Fig. 1: run 1, wiring by layer
Scale: 8 px per um.
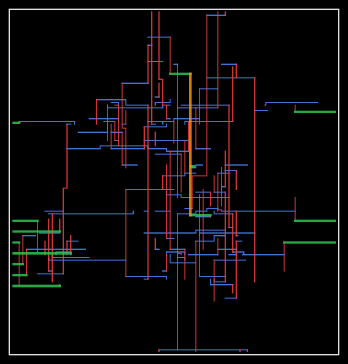
Fig. 2: run 1, logic cells by family
Scale: 8 px per um.
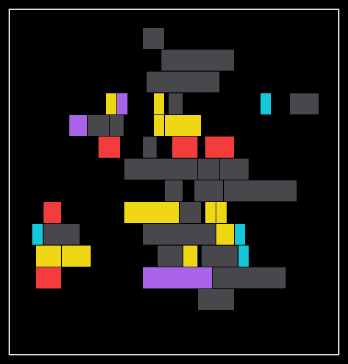
Fig. 3: run 1, track usage over the die
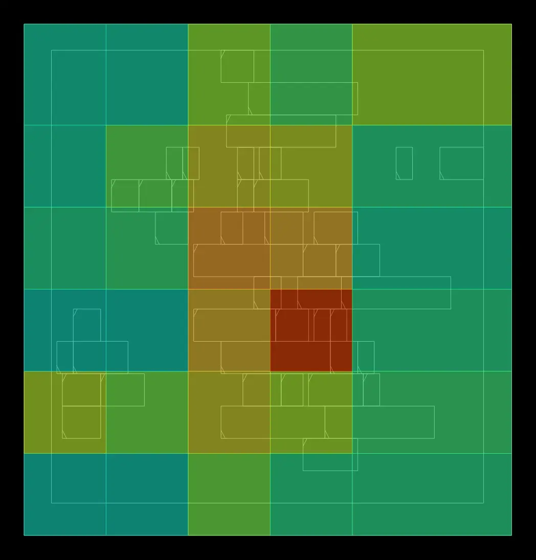
### src/rtl/booth_ctrl.sv
// Control FSM and iteration counter for a radix-2 Booth multiplier datapath.
// Sequences operand load, N evaluate/shift iterations, then high and low result words.
module booth_ctrl #(
    parameter int N = 8
) (
    input  logic                 clk,
    input  logic                 rst,
    input  logic                 start,
    input  logic                 abort,
    input  logic                 q0,
    input  logic                 qm1,
    output logic                 busy,
    output logic                 ld_m,
    output logic                 ld_q,
    output logic                 clr_a,
    output logic                 add_en,
    output logic                 sub_sel,
    output logic                 shift_en,
    output logic                 out_hi,
    output logic                 out_lo,
    output logic                 done,
    output logic [$clog2(N)-1:0] iter
);
    localparam int IW = $clog2(N);

    typedef enum logic [2:0] {
        IDLE   = 3'd0,
        INIT   = 3'd1,
        EVAL   = 3'd2,
        SHIFT  = 3'd3,
        OUT_HI = 3'd4,
        OUT_LO = 3'd5
    } state_t;

    state_t        state_q, state_d;
    logic [IW-1:0] iter_q, iter_d;

    always_ff @(posedge clk or posedge rst) begin
        if (rst) begin
            state_q <= IDLE;
            iter_q  <= '0;
        end else begin
            state_q <= state_d;
            iter_q  <= iter_d;
        end
    end

    always_comb begin
        state_d  = state_q;
        iter_d   = iter_q;
        ld_m     = 1'b0;
        ld_q     = 1'b0;
        clr_a    = 1'b0;
        add_en   = 1'b0;
        sub_sel  = 1'b0;
        shift_en = 1'b0;
        out_hi   = 1'b0;
        out_lo   = 1'b0;
        done     = 1'b0;
        case (state_q)
            IDLE: begin
                if (start) state_d = INIT;
            end
            INIT: begin
                ld_m    = 1'b1;
                ld_q    = 1'b1;
                clr_a   = 1'b1;
                iter_d  = IW'(N - 1);
                state_d = EVAL;
            end
            EVAL: begin
                // {Q[0],Q[-1]}: 10 subtracts M, 01 adds M, 00/11 leave A alone.
                case ({q0, qm1})
                    2'b10: begin
                        add_en  = 1'b1;
                        sub_sel = 1'b1;
                    end
                    2'b01: add_en = 1'b1;
                    default: ;
                endcase
                state_d = SHIFT;
            end
            SHIFT: begin
                shift_en = 1'b1;
                if (iter_q == '0) begin
                    state_d = OUT_HI;
                end else begin
                    iter_d  = iter_q - IW'(1);
                    state_d = EVAL;
                end
            end
            OUT_HI: begin
                out_hi  = 1'b1;
                state_d = OUT_LO;
            end
            OUT_LO: begin
                out_lo  = 1'b1;
                done    = 1'b1;
                state_d = IDLE;
            end
            default: state_d = IDLE;
        endcase
        // Abort overrides the successor only; this cycle's strobes stay as decoded.
        if (abort && (state_q != IDLE)) state_d = IDLE;
    end

    assign busy = (state_q != IDLE);
    assign iter = iter_q;

endmodule

### config.mk
export PLATFORM = sky130hd
export DESIGN_NAME = booth_ctrl
export DESIGN_NICKNAME = d
export VERILOG_FILES = /design/src/rtl/booth_ctrl.sv
export SDC_FILE = /design/constraint.sdc
export NUM_CORES = 1
export LEC_CHECK = 0
export ABC_AREA = 0
export CORE_AREA = 2 2 39 41
export CTS_BUF_LIST = sky130_fd_sc_hd__clkbuf_4 sky130_fd_sc_hd__clkbuf_8 sky130_fd_sc_hd__clkbuf_16
export DETAILED_ROUTE_END_ITERATION = 8
export DIE_AREA = 0 0 41 43
export DONT_BUFFER_PORTS = 1
export HOLD_SLACK_MARGIN = 0.12
export PLACE_DENSITY = 0.48
export SLEW_MARGIN = 40
export SYNTH_ARGS = -nofsm -noshare
export SYNTH_HDL_FRONTEND = slang
export SYNTH_SLANG_ARGS = --single-unit
### constraint.sdc
create_clock -name clk -period 2.4 [get_ports clk]
set_input_delay 0.36 -clock clk [delete_from_list [all_inputs] [get_ports clk]]
set_output_delay 0.36 -clock clk [all_outputs]
set_load 0.01 [all_outputs]
==> run summary, run 1 <==
Clk pin slew, worst setup/hold paths = 0.04 ns
Fp util = 0.338
Endpoints failing setup = 0
WP buf/inv = 0
Pin count of the biggest net entering global routing = 14
Cell count in the Yosys report = 46
Synth Area in Adders = 0.0802
CP Cell Sequence = nor4b_1
Total tool warning count = 27
CP delay by family, top = flip-flops
Final Hold Fails = 0
Placeable Area = 1380 sq um
Die width = 41 um
Fin crit share = 0.725
Pleak = 0.245 nW
Antenna violations before repair = 0
TritonCTS buffer count = 3
Fin crit period = 1.74 ns
Clk buf depth = 2
CTS root buffer = clkbuf_4
Gr usage total = 0.124
Antenna-violating nets left = 0
Number of global-route vias before repair = 345
Ys flops = 6
Seq/Total Area, Yosys = 0.321
Hold WS = 0.174 ns
DRC violations left = 0
Detailed Routing Iterations Pass 1 = 4
Sink Count = 6
Vias post-DR = 325
Type of origin of the critical path = flip-flop
CP Data Required Time = 2.04 ns
Area Overhead vs Synth = 0%
Setup Fix Bufs, Post-CTS = 0
Port buffer count = 0
Dpl cell area = 435 sq um
Async S/R FF share, synth = 1.00
RSZ-0062 raised after global routing = no
Layout cells sized above 1 = 0.159
CTS tree = done
Ys Warns = 0
And+or+nand+nor area frac = 0.332
Clk_skew = 0.00261 ns
Chip area = 1760 sq um
# diodes = 0
Slowest CP cell = dfrtp_1
Routed WL = 816 um
XOR-XNOR Cells, Area Fraction = 0
Post-Place Setup Slack = 0.893 ns
Top FF cell, synth = dfrtp_1
Area fraction in compound gates = 0.0802
Cell area after synthesis = 468 sq um
Max-cap violations = 0
Setup Crit Path Kind = flip-flop to output pin
Fmax = 574 MHz
Routed WL per cell = 13.6 um
Cts hold-fix bufs = 1
Fin nets = 55
Comb area leader = simple AND/OR/NAND/NOR gates
GRT Residual Overflow = 0
Final Max Tran Viols = 0
Mean number of vias per cell = 5.42
Worst hold path class = primary input to flip-flop
Critical path arrival = 1.38 ns
Worst Setup End Kind = output pin
YS chip area = 468 sq um
PwrDens = 725 nW/um^2
Syn nets = 55
Distinct lib cells = 25
Worst-margin pin slew = 0.548 ns
Synth mux share = 0.0428
Setup ws final = 0.659 ns
Status = finished clean
Rows = 14
Die Height = 43 um
CP max stage delay = 0.61 ns
Latency at later pin = 0.25 ns
CTS resizes = 0
Post-route cell area = 468 sq um
Placed cells = 56
Commonest Layout Cell = dfrtp_1
Relative slew slack = 0.630
Crit path max fanout = 13
Top-Level Pins = 19
About Fig. 1:
color	layer	wire length
red	met2	441 um
green	met3	47.3 um
blue	met1	311 um
orange	met4	17.7 um

About Fig. 2:
color	family	cells
purple	NAND gates	3
red	AND and OR gates	5
yellow	NOR gates	11
cyan	inverters	4

About Fig. 3:
GR met2 Demand/Resource: 0.188
final core occ: 0.338

[run 1: cell usage after synthesis, types with 2 or more instances]
cell | n | area (sq um)
ha_1 | 3 | 37.5
mux2i_1 | 2 | 20.0
inv_1 | 4 | 15.0
buf_6 | 2 | 22.5
dfrtp_1 | 6 | 150
and3b_1 | 2 | 17.5
nor2_1 | 5 | 18.8
buf_4 | 4 | 30.0
a21oi_1 | 2 | 10.0
[run 1: layout make-up]
| class | instances | area, sq um |
|---|---|---|
| tap | 16 | 20.0 |
| multi-input combinational | 30 | 250 |
| inverter | 4 | 15.0 |
| sequential | 6 | 150 |
| timing repair buffer | 1 | 10.0 |
| fill | 144 | 916 |
| clock buffer | 3 | 22.5 |
[run 1: where the power goes]
part / switching (W) / internal (W)
sequential: 0.0000412 / 0.000120
clock: 0.0000376 / 0.0000566
combinational: 0.0000453 / 0.0000383
[run 1: worst register-to-register path, cell delays in order (launching register included)]
cell	delay, ns
dfrtp_1	0.43
inv_1	0.09
ha_1	0.21
nor2b_1	0.16
and2b_4	0.27
mux2i_1	0.19
[run 1: state kept, by name (all words and copies together) (netlist names)]
signal and count:
state_q 3, iter 3
[run 1: path summary, 6_finish.rpt]
check,from,endpoint,slack [ns],depth (start not counted)
worst max-delay path,state_q[1],add_en,0.66,1
worst min-delay path,abort,state_q[2],0.17,1
worst max register to register,iter[0],iter[1],0.97,5
worst min register to register,iter[0],iter[0],0.57,1
max in group asynchronous,rst,state_q[0],1.73,2
min in group asynchronous,rst,iter[1],0.47,2
[run 1: per-layer routing]
metal  global-route usage  part of all wire
met4                0.127             0.021
met2                0.188              0.54
met5                    0                 0
met3               0.0262             0.058
met1                0.128              0.38
## Run 2: what changed since run 1
clock period = 1.8 ns   (was 2.4 ns; I/O delays follow)
==> run 2 against run 1 <==
First-iteration DRC count shrank 17%. Register-to-register slack got worse by 0.58 ns. Non-clock buffer count up 1. Wire length grew 6.0%. Critical path depth is the same. Area after synthesis did not move. Clock-buffer cell count is the same. Clock power is 36% higher. Critical path type unchanged.
==> run summary, run 2 <==
Relative slew slack = 0.632 (was 0.630)
Seq/Total Area, Yosys = 0.321 (unchanged)
Syn nets = 55 (unchanged)
Critical path arrival = 1.39 ns (was 1.38 ns)
Post-Place Setup Slack = 0.381 ns (was 0.893 ns)
Clk buf depth = 2 (unchanged)
Fin nets = 56 (was 55)
Max-cap violations = 0 (unchanged)
Commonest Layout Cell = dfrtp_1 (unchanged)
Pleak = 0.249 nW (was 0.245 nW)
Setup Crit Path Kind = flip-flop to output pin (unchanged)
Sink Count = 6 (unchanged)
Area Overhead vs Synth = 2.14% (was 0%)
Worst Hold Depth = 3 (was 1)
Clock share of power = 0.282 (was 0.278)
Comb power frac = 0.246 (about the same)
Power Clock = 0.000128 W (was 0.0000943 W)
CTS root buffer = clkbuf_4 (unchanged)
Top cells by area = dfrtp_1 32%, ha_1 8.0%, buf_4 6.4% (unchanged)
Antenna-violating nets left = 0 (unchanged)
Worst Setup End Kind = output pin (unchanged)
CTS tree = done (unchanged)
Setup Fix Bufs, Post-CTS = 0 (unchanged)
Switching Share = 0.367 (was 0.366)
Worst path depth = 1 (unchanged)
Sequential group share of total power = 0.472 (was 0.476)
Comb group = 0.000112 W (was 0.0000836 W)
Cell area after synthesis = 468 sq um (unchanged)
Slowest CP cell = dfrtp_1 (unchanged)
Fin crit share = 0.923
CP startpoint = state_q[1] (unchanged)
WP buf/inv = 0 (unchanged)
PwrDens = 952 nW/um^2 (was 725 nW/um^2)
Gr usage total = 0.129 (was 0.124)
Endpoints failing setup = 0 (unchanged)
Cts hold-fix bufs = 2 (was 1)
Total tool warning count = 27 (unchanged)
P_sw = 0.000167 W (was 0.000124 W)
Internal power = 0.000288 W (was 0.000215 W)
Worst r2r src = state_q[1] (was iter[0])
Rows = 14 (unchanged)
Top FF cell, synth = dfrtp_1 (unchanged)
Synth area leader = dfrtp_1 (unchanged)
Fmax = 602 MHz
Latency at later pin = 0.25 ns (about the same)
CP Data Required Time = 1.53 ns (was 2.04 ns)
Antenna violations before repair = 0 (unchanged)
Crit path max fanout = 13 (unchanged)
RSZ-0062 raised after global routing = no (unchanged)
Worst hold path class = primary input to flip-flop (unchanged)
Async S/R FF share, synth = 1.00 (unchanged)
DRC violations left = 0 (unchanged)
CP max stage delay = 0.63 ns (was 0.61 ns)
Worst-margin pin slew = 0.544 ns (was 0.548 ns)
CP Cell Sequence = nor4bb_1 (was nor4b_1)
Ys flops = 6 (unchanged)
Ys Warns = 0 (unchanged)
Die Height = 43 um (unchanged)
Fillers = 148 (was 144)
Most frequent cell after synthesis = dfrtp_1 (unchanged)
Chip area = 1760 sq um (unchanged)
CP delay by family, top = flip-flops (unchanged)
Status = finished clean (unchanged)
Number of global-route vias before repair = 327 (was 345)
Final Hold Fails = 0 (unchanged)
Routed WL = 865 um (was 816 um)
# diodes = 0 (unchanged)
Top power group = sequential cells (unchanged)
Top cell area share = 0.321 (unchanged)
Fin crit period = 1.66 ns
Top-Level Pins = 19 (unchanged)
Pin count of the biggest net entering global routing = 14 (unchanged)
Mean number of vias per cell = 5.30 (was 5.42)
R2R Setup Slk = 0.39 ns (was 0.97 ns)
Die width = 41 um (unchanged)
Fp util = 0.338 (unchanged)
TritonCTS buffer count = 3 (unchanged)
Routed WL per cell = 14.2 um (was 13.6 um)
Clk_skew = 0.00749 ns (was 0.00261 ns)
Final Max Tran Viols = 0 (unchanged)
Final core occ = 0.345 (was 0.338)
Setup ws final = 0.138 ns (was 0.659 ns)
Clk pin slew, worst setup/hold paths = 0.05 ns (was 0.04 ns)
Hold_sp = abort (unchanged)
Vias post-DR = 323 (was 325)
CTS resizes = 0 (unchanged)
Sequential cell power = 0.000215 W (was 0.000161 W)
GRT Residual Overflow = 0 (unchanged)
YS chip area = 468 sq um (unchanged)
-- run 2: cell types whose count changed in the layout (fill, tap and decap cells not counted) --
| cell | delta |
|---|---|
| dlygate4sd3_1 | +1 |
-- run 2: metrics by stage --
step | hold WS [ns] | total power, W | cell area [sq um] | cells
global route | 0.196 | 0.000496 | 478 | 61
detailed placement | 0.0974 | 0.000328 | 435 | 56
floorplan | 0.0610 | 0.000331 | 468 | 46
finish | 0.177 | 0.000455 | 478 | 61
CTS | 0.170 | 0.000469 | 478 | 61
global placement | 0.0908 | 0.000323 | 435 | 56
-- run 2: cell families (layout without fill, tap and decap cells) --
| group | Yosys count | count (layout) | synth area share |
|---|---|---|---|
| DFF | 6 | 6 | 0.321 |
| AOI/OAI and AO/OA | 6 | 6 | 0.0802 |
| buffers and inverters | 10 | 9 | 0.144 |
| adders and majority gates | 3 | 3 | 0.0802 |
| and+or+nand+nor | 19 | 19 | 0.332 |
| muxes | 2 | 2 | 0.0428 |
-- run 2: final timing paths --
kind	endpoint
max	sub_sel
min in group asynchronous	state_q[1]
min	state_q[1]
max reg2reg	iter[1]
min reg2reg	iter[0]
max in group asynchronous	state_q[0]
-- run 2: area by class of cell --
class	count	area, sq um	share of cell area
multi-input cells	30	250	0.524
clock buffers	3	22.5	0.0471
flip-flops and latches	6	150	0.314
repair buffers	2	20.0	0.0419
inverters	4	15.0	0.0314
well taps	16	20.0	0.0419
-- run 2: metal layers --
layer  GRT usage  routed length [um]  up-vias
met5           0                   0        -
met4       0.147                   0        0
met3      0.0419                  56        0
met2       0.181                 458       13
met1       0.130                 350      157
li1            -                   -      153
-- run 2: worst min-delay path, delay by kind of cell --
| kind | cells | cell delay (ns) |
|---|---|---|
| AND-OR/OR-AND | 2 | 0.10 |
| AND/OR/NAND/NOR | 1 | 0.02 |
Fig. 4: run 2, wiring by layer
Scale: 8 px per um.
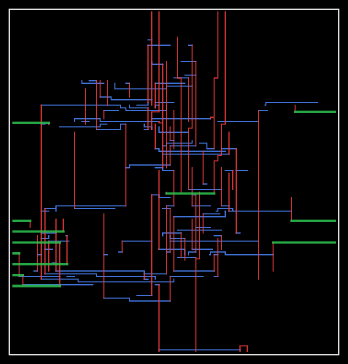
color	layer	wire length
red	met2	458 um
blue	met1	351 um
green	met3	56.7 um

## Run 3: what changed since run 2
clock period = 1.65 ns   (was 1.8 ns; I/O delays follow)
Fig. 5: run 3, wiring by layer
Scale: 8 px per um.
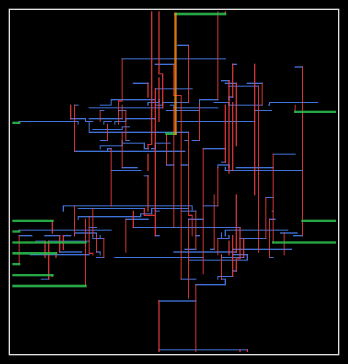
color	layer	wire length
red	met2	440 um
green	met3	59.0 um
orange	met4	15.0 um
blue	met1	386 um

==> run 3 against run 2 <==
Via count grew 0.31%. Clock skew shrank 0.0050 ns. Utilization grew 1.7 points. Critical path depth grew 1. Cell count grew 4.9%. Register-to-register slack lost 0.20 ns. Critical path type unchanged. Critical endpoint is now ld_q. Largest cell class unchanged. Highest routed layer is now met4.
==> run summary, run 3 <==
Status = finished clean (unchanged)
Hold WS = 0.163 ns (was 0.177 ns)
Detailed Routing Iterations Pass 1 = 1 (was 4)
Worst hold path class = primary input to flip-flop (unchanged)
Routed WL = 899 um (was 865 um)
CP max stage delay = 0.55 ns (was 0.63 ns)
YS chip area = 468 sq um (unchanged)
Critical path arrival = 1.32 ns (was 1.39 ns)
Async S/R FF share, synth = 1.00 (unchanged)
Top cells by area = dfrtp_1 32%, ha_1 8.0%, buf_4 6.4% (unchanged)
Type of origin of the critical path = flip-flop (unchanged)
Top-Level Pins = 19 (unchanged)
GRT Residual Overflow = 0 (unchanged)
PwrDens = 1020 nW/um^2 (was 952 nW/um^2)
Port buffer count = 0 (unchanged)
Post-Place Setup Slack = 0.190 ns (was 0.381 ns)
Dpl cell area = 458 sq um (was 435 sq um)
Total power = 0.000511 W (was 0.000455 W)
Layout cells sized above 1 = 0.229 (was 0.156)
Synth area leader = dfrtp_1 (unchanged)
Sink Count = 6 (unchanged)
Clk buf depth = 2 (unchanged)
Placeable Area = 1380 sq um (unchanged)
Relative slew slack = 0.755 (was 0.632)
Fin crit period = 1.57 ns
Gr usage total = 0.134 (was 0.129)
Most frequent cell after synthesis = dfrtp_1 (unchanged)
CP Data Required Time = 1.40 ns (was 1.53 ns)
Cell count in the Yosys report = 46 (unchanged)
Setup ws final = 0.0809 ns (was 0.138 ns)
Seq/Total Area, Yosys = 0.321 (unchanged)
Top cell area share = 0.321 (unchanged)
Fillers = 152 (was 148)
DRC violations left = 0 (unchanged)
CTS root buffer = clkbuf_4 (unchanged)
Non-filler cells, final = 64 (was 61)
Die width = 41 um (unchanged)
CP Cell Sequence = nor3b_4 > buf_4 (was nor4bb_1)
Rows = 14 (unchanged)
Cell area after synthesis = 468 sq um (unchanged)
Fmax = 637 MHz
CTS tree = done (unchanged)
Slowest CP cell = dfrtp_1 (unchanged)
Final Max Tran Viols = 0 (unchanged)
Routed WL per cell = 14.0 um (was 14.2 um)
Latency at later pin = 0.24 ns (was 0.25 ns)
Top FF cell, synth = dfrtp_1 (unchanged)
Ys flops = 6 (unchanged)
Clk_skew = 0.00245 ns (was 0.00749 ns)
Final Hold Fails = 0 (unchanged)
# diodes = 0 (unchanged)
Sequential cell area = 151 sq um (was 150 sq um)
Total tool warning count = 27 (unchanged)
Multi-input gate area = 250 sq um (unchanged)
Fin nets = 59 (was 56)
Setup Crit Path Kind = flip-flop to output pin (unchanged)
Fin crit share = 0.951
Area Overhead vs Synth = 7.22% (was 2.14%)
Clk pin slew, worst setup/hold paths = 0.04 ns (was 0.05 ns)
Pleak = 0.264 nW (was 0.249 nW)
Setup Fix Bufs, Post-CTS = 0 (unchanged)
Chip area = 1760 sq um (unchanged)
Number of global-route vias before repair = 358 (was 327)
Placed cells = 59 (was 56)
[run 3: cell counts after synthesis]
Identical to the previous run, type by type.
[run 3: routing by layer]
layer  up-vias  track usage  share of wire
met5         -            0              0
met4         0        0.120          0.016
met3         2       0.0419          0.066
met2        13        0.191           0.49
met1       152        0.149           0.43
li1        157            -              -
[run 3: power by group]
part           switching (W)  internal, W
Sequential         0.0000616     0.000176
Combinational      0.0000731    0.0000685
Clock              0.0000503    0.0000821
Total               0.000185     0.000326
[run 3: timing repair]
item | 4_1_cts | 5_1_grt
gates resized | 0 | 1
hold buffers | 2 | 0
endpoints found under the hold margin | 7 | 0
endpoints found under the setup margin | 0 | 5
[run 3: cells by family (layout without fill, tap and decap cells)]
group | count (synthesis) | after routing | share of synthesized area
buffers and inverters | 10 | 12 | 0.144
AOI/OAI and AO/OA | 6 | 6 | 0.0802
and+or+nand+nor | 19 | 19 | 0.332
adders and majority gates | 3 | 3 | 0.0802
muxes | 2 | 2 | 0.0428
DFF | 6 | 6 | 0.321
[run 3: worst paths after layout]
| path | slack [ns] | startpoint | to | cells after the start |
|---|---|---|---|---|
| setup reg to reg | 0.19 | iter[0] | iter[0] | 5 |
| max in group asynchronous | 1.07 | rst | state_q[1] | 2 |
| hold / removal | 0.16 | abort | state_q[1] | 3 |
| hold reg to reg | 0.59 | iter[0] | iter[0] | 1 |
| min in group asynchronous | 0.37 | rst | iter[1] | 2 |
| setup / recovery | 0.08 | state_q[0] | ld_q | 2 |
[run 3: area by class of cell]
| cell class | instances | area share |
|---|---|---|
| inverters | 4 | 0.0299 |
| clock buffers | 3 | 0.0449 |
| repair buffers | 5 | 0.0848 |
| flip-flops and latches | 6 | 0.302 |
| well taps | 16 | 0.0399 |
| multi-input cells | 30 | 0.499 |
Power figures rest on the tool's default switching activity, not on a simulated workload.
